`src/rtl/freq_meter_core.sv`:
```
// freq_meter_core: counts rising edges of an async input over a gate window,
// optional /PRESCALE range, then converts the count to packed BCD for display.
// Ports: sysclk, rst (sync, active high), sigin (async), range (0:x1, 1:/PRESCALE);
//        bcd/ovf/rangedisp hold the last result, valid strobes on update, busy outside GATE.
module freq_meter_core #(
   parameter int GATE_CYCLES = 50_000_000,
   parameter int CNT_W       = 21,
   parameter int DIGITS      = 4,
   parameter int PRESCALE    = 10
) (
   input  logic                sysclk,
   input  logic                rst,
   input  logic                sigin,
   input  logic                range,
   output logic [4*DIGITS-1:0] bcd,
   output logic                valid,
   output logic                ovf,
   output logic                rangedisp,
   output logic                busy
);

   localparam int TMR_W = $clog2(GATE_CYCLES);
   localparam int PSC_W = $clog2(PRESCALE);
   localparam int BIT_W = $clog2(CNT_W);
   localparam int BCD_W = 4 * DIGITS;

   localparam logic [TMR_W-1:0] TMR_LAST = TMR_W'(GATE_CYCLES - 1);
   localparam logic [PSC_W-1:0] PSC_LAST = PSC_W'(PRESCALE - 1);
   localparam logic [BIT_W-1:0] BIT_LAST = BIT_W'(CNT_W - 1);
   localparam logic [BCD_W-1:0] NINES    = {DIGITS{4'h9}};

   typedef enum logic [1:0] {
      ST_GATE,
      ST_CONVERT,
      ST_UPDATE
   } state_t;

   state_t state;
   state_t state_nx;

   logic             sync1, sync2, sync3;
   logic             edge_det;
   logic [TMR_W-1:0] timer;
   logic [PSC_W-1:0] presc;
   logic [CNT_W-1:0] cnt;
   logic [CNT_W-1:0] cnt_nx;
   logic [BIT_W-1:0] bit_cnt;
   logic [BCD_W-1:0] acc;
   logic [BCD_W-1:0] adj;
   logic [BCD_W-1:0] acc_nx;
   logic             ovf_n;
   logic             ovf_nx;
   logic             rng_q;
   logic             abort;
   logic             gate_end;
   logic             conv_end;
   logic             pulse;

   assign edge_det = sync2 & ~sync3;
   assign abort    = (state == ST_GATE) && (range != rng_q);
   assign gate_end = (state == ST_GATE) && !abort && (timer == TMR_LAST);
   assign conv_end = (state == ST_CONVERT) && (bit_cnt == BIT_LAST);
   assign pulse    = (state == ST_GATE) && !abort && edge_det &&
                     (!rng_q || (presc == PSC_LAST));
   assign cnt_nx   = (pulse && (cnt != '1)) ? cnt + 1'b1 : cnt;

   // Shift-add-3 step. A bit leaving the top digit means the count needs
   // more digits than are shown, which is exactly the overflow condition.
   always_comb begin
      adj = acc;
      for (int d = 0; d < DIGITS; d++) begin
         if (adj[4*d +: 4] >= 4'd5)
            adj[4*d +: 4] = adj[4*d +: 4] + 4'd3;
      end
      acc_nx = {adj[BCD_W-2:0], cnt[CNT_W-1]};
      ovf_nx = ovf_n | adj[BCD_W-1];
   end

   always_ff @(posedge sysclk) begin
      if (rst)
         state <= ST_GATE;
      else
         state <= state_nx;
   end

   always_comb begin
      state_nx = state;
      unique case (state)
         ST_GATE:    if (gate_end) state_nx = ST_CONVERT;
         ST_CONVERT: if (conv_end) state_nx = ST_UPDATE;
         ST_UPDATE:  state_nx = ST_GATE;
         default:    state_nx = ST_GATE;
      endcase
   end

   always_comb begin
      valid = 1'b0;
      busy  = 1'b0;
      unique case (state)
         ST_GATE: ;
         ST_CONVERT: busy = 1'b1;
         ST_UPDATE: begin
            busy  = 1'b1;
            valid = 1'b1;
         end
         default: ;
      endcase
   end

   always_ff @(posedge sysclk) begin
      if (rst) begin
         sync1     <= 1'b0;
         sync2     <= 1'b0;
         sync3     <= 1'b0;
         timer     <= '0;
         cnt       <= '0;
         presc     <= '0;
         bit_cnt   <= '0;
         acc       <= '0;
         ovf_n     <= 1'b0;
         rng_q     <= range;
         bcd       <= '0;
         ovf       <= 1'b0;
         rangedisp <= 1'b0;
      end else begin
         sync1 <= sigin;
         sync2 <= sync1;
         sync3 <= sync2;
         unique case (state)
            ST_GATE: begin
               if (abort) begin
                  timer <= '0;
                  cnt   <= '0;
                  presc <= '0;
                  rng_q <= range;
               end else begin
                  timer <= timer + 1'b1;
                  cnt   <= cnt_nx;
                  if (edge_det && rng_q)
                     presc <= (presc == PSC_LAST) ? '0 : presc + 1'b1;
                  if (gate_end) begin
                     acc     <= '0;
                     bit_cnt <= '0;
                     ovf_n   <= 1'b0;
                  end
               end
            end
            ST_CONVERT: begin
               acc     <= acc_nx;
               ovf_n   <= ovf_nx;
               cnt     <= {cnt[CNT_W-2:0], 1'b0};
               bit_cnt <= bit_cnt + 1'b1;
               // Load on the last shift so results show together with valid.
               if (conv_end) begin
                  bcd       <= ovf_nx ? NINES : acc_nx;
                  ovf       <= ovf_nx;
                  rangedisp <= rng_q;
               end
            end
            ST_UPDATE: begin
               timer <= '0;
               cnt   <= '0;
               presc <= '0;
               rng_q <= range;
            end
            default: ;
         endcase
      end
   end

endmodule

```
`config.mk`:
```
export PLATFORM = sky130hd
export DESIGN_NAME = freq_meter_core
export DESIGN_NICKNAME = d
export VERILOG_FILES = /design/src/rtl/freq_meter_core.sv
export SDC_FILE = /design/constraint.sdc
export NUM_CORES = 1
export LEC_CHECK = 0
export CAP_MARGIN = 20
export CORE_MARGIN = 2
export CORE_UTILIZATION = 45
export DETAILED_ROUTE_END_ITERATION = 6
export SYNTH_ARGS = -nofsm -noshare
export SYNTH_HDL_FRONTEND = slang
export SYNTH_SLANG_ARGS = --single-unit
```
`constraint.sdc`:
```
create_clock -name sysclk -period 5.8 [get_ports sysclk]
set_input_delay 1.16 -clock sysclk [delete_from_list [all_inputs] [get_ports sysclk]]
set_output_delay 1.16 -clock sysclk [all_outputs]
set_load 0.03 [all_outputs]
```
Met1 routing:
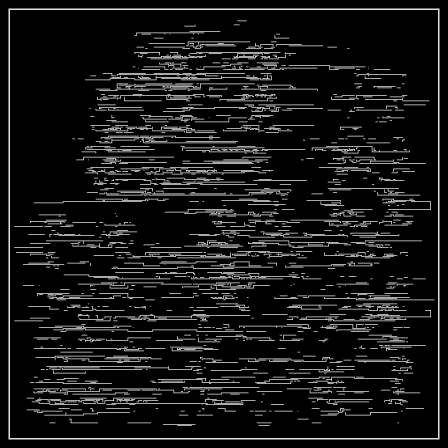
The layer carries 5780 µm of wire. The longest straight run is 27.1 µm.

Met2 routing:
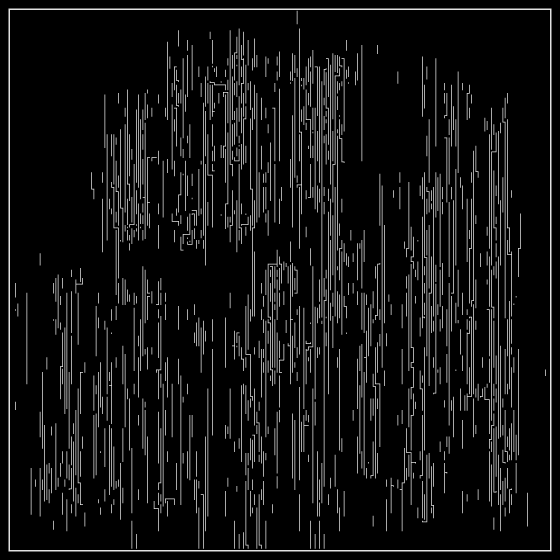
The longest straight run is 48.4 µm. The layer holds 48% of the routed length. 525 nets have wire on it. The wires run mostly vertical. The layer carries 5990 µm of wire.
Routed WL: 12.4 mm
routed via count: 4539
global-route met2 utilization: 0.348

The metal 3 layer:
Bar = 20 µm.
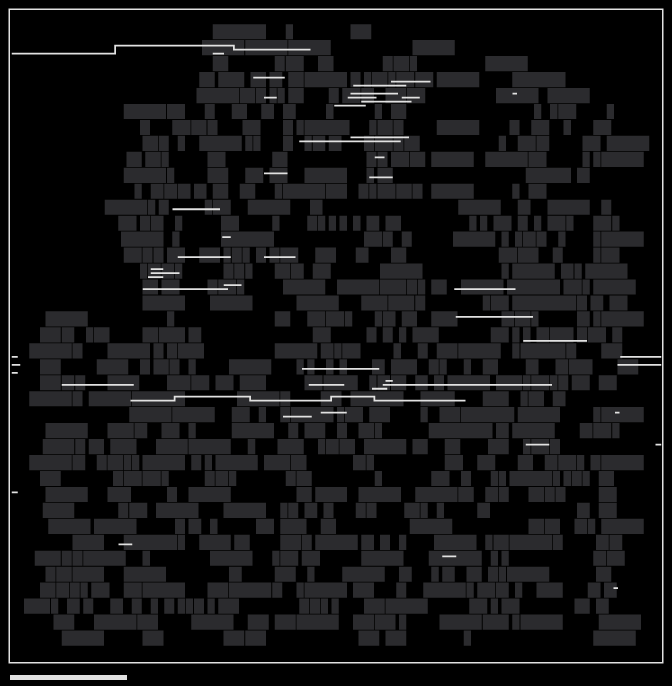
The layer holds 3.1% of the routed length. The layer carries 379 µm of wire. The longest straight run is 28.5 µm.

Metal 4:
Bar = 20 µm.
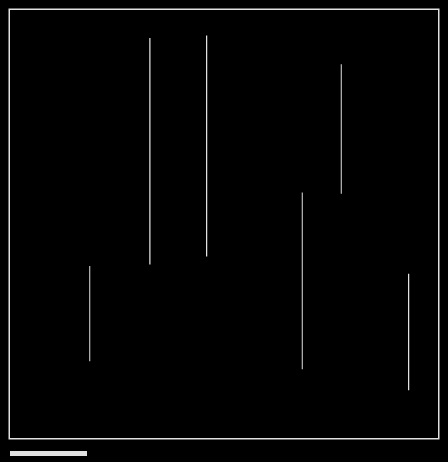
The longest straight run is 58.5 µm. The layer holds 2.0% of the routed length.

Routing congestion:
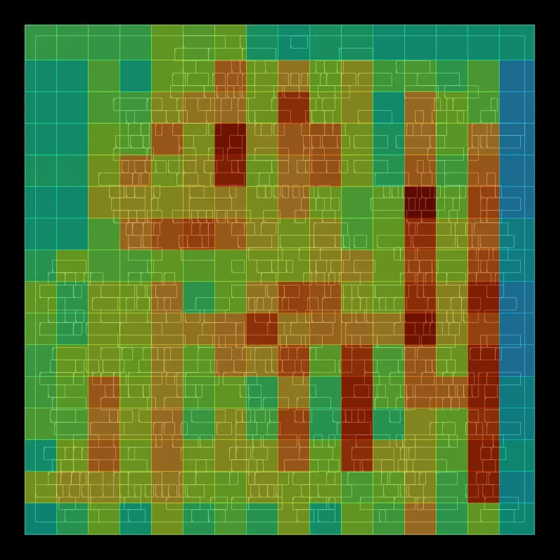
routing usage on met3: 0.0306
GRT met1 Usage: 0.264

==> results.py <==
# Metrics from the implementation run
metrics = {
    "run_status": {
        "outcome": "finished clean",
    },
    "power_and_ir_drop": {
        "pg_seq_mw": 0.688,
        "power_of_the_clock_network_mw": 0.593,
    },
    "place": {
        "placed_cells_incl_taps": 737,
        "gp_congestion": 0.830,
    },
    "die": {
        "num_tap_cells": 143,
    },
    "route": {
        "wire_per_inst_um": 16.5,
        "wire_length_on_met3_um": 379,
        "routedLengthMet1_mm": 5.78,
    },
    "worst_hold_path": {
        "hold_wc_path_type": "reg2reg",
        "timing.hold.worst_endpoint": "bcd[13]",
    },
    "yosys": {
        "dominantRegCellSynth": "dfxtp_1",
        "syn_inst": 595,
        "synth_warn": 0,
        "post_synth_mux_share": 0.0102,
    },
    "worst_setup_path": {
        "path_cells": "clkdlybuf4s50_1, xor2_2, nor2_2, a21oi_1, nand2_1, o32ai_1",
        "worst_r2r_path_depth": 7,
    },
    "timing": {
        "hold-worst-slack_ps": 457,
        "finalClockPeriodUsage": 0.575,
        "period_minus_slack_ps": 3340,
        "setup-violations-final": 0,
        "max_freq_ghz": 0.300,
    },
    "clock_tree": {
        "post_cts_resized": 0,
    },
    "finish": {
        "non_clock_buffer_count": 30,
        "antennaDiodeCount": 0,
        "final_cell_area_mm2": 0.00578,
    },
}
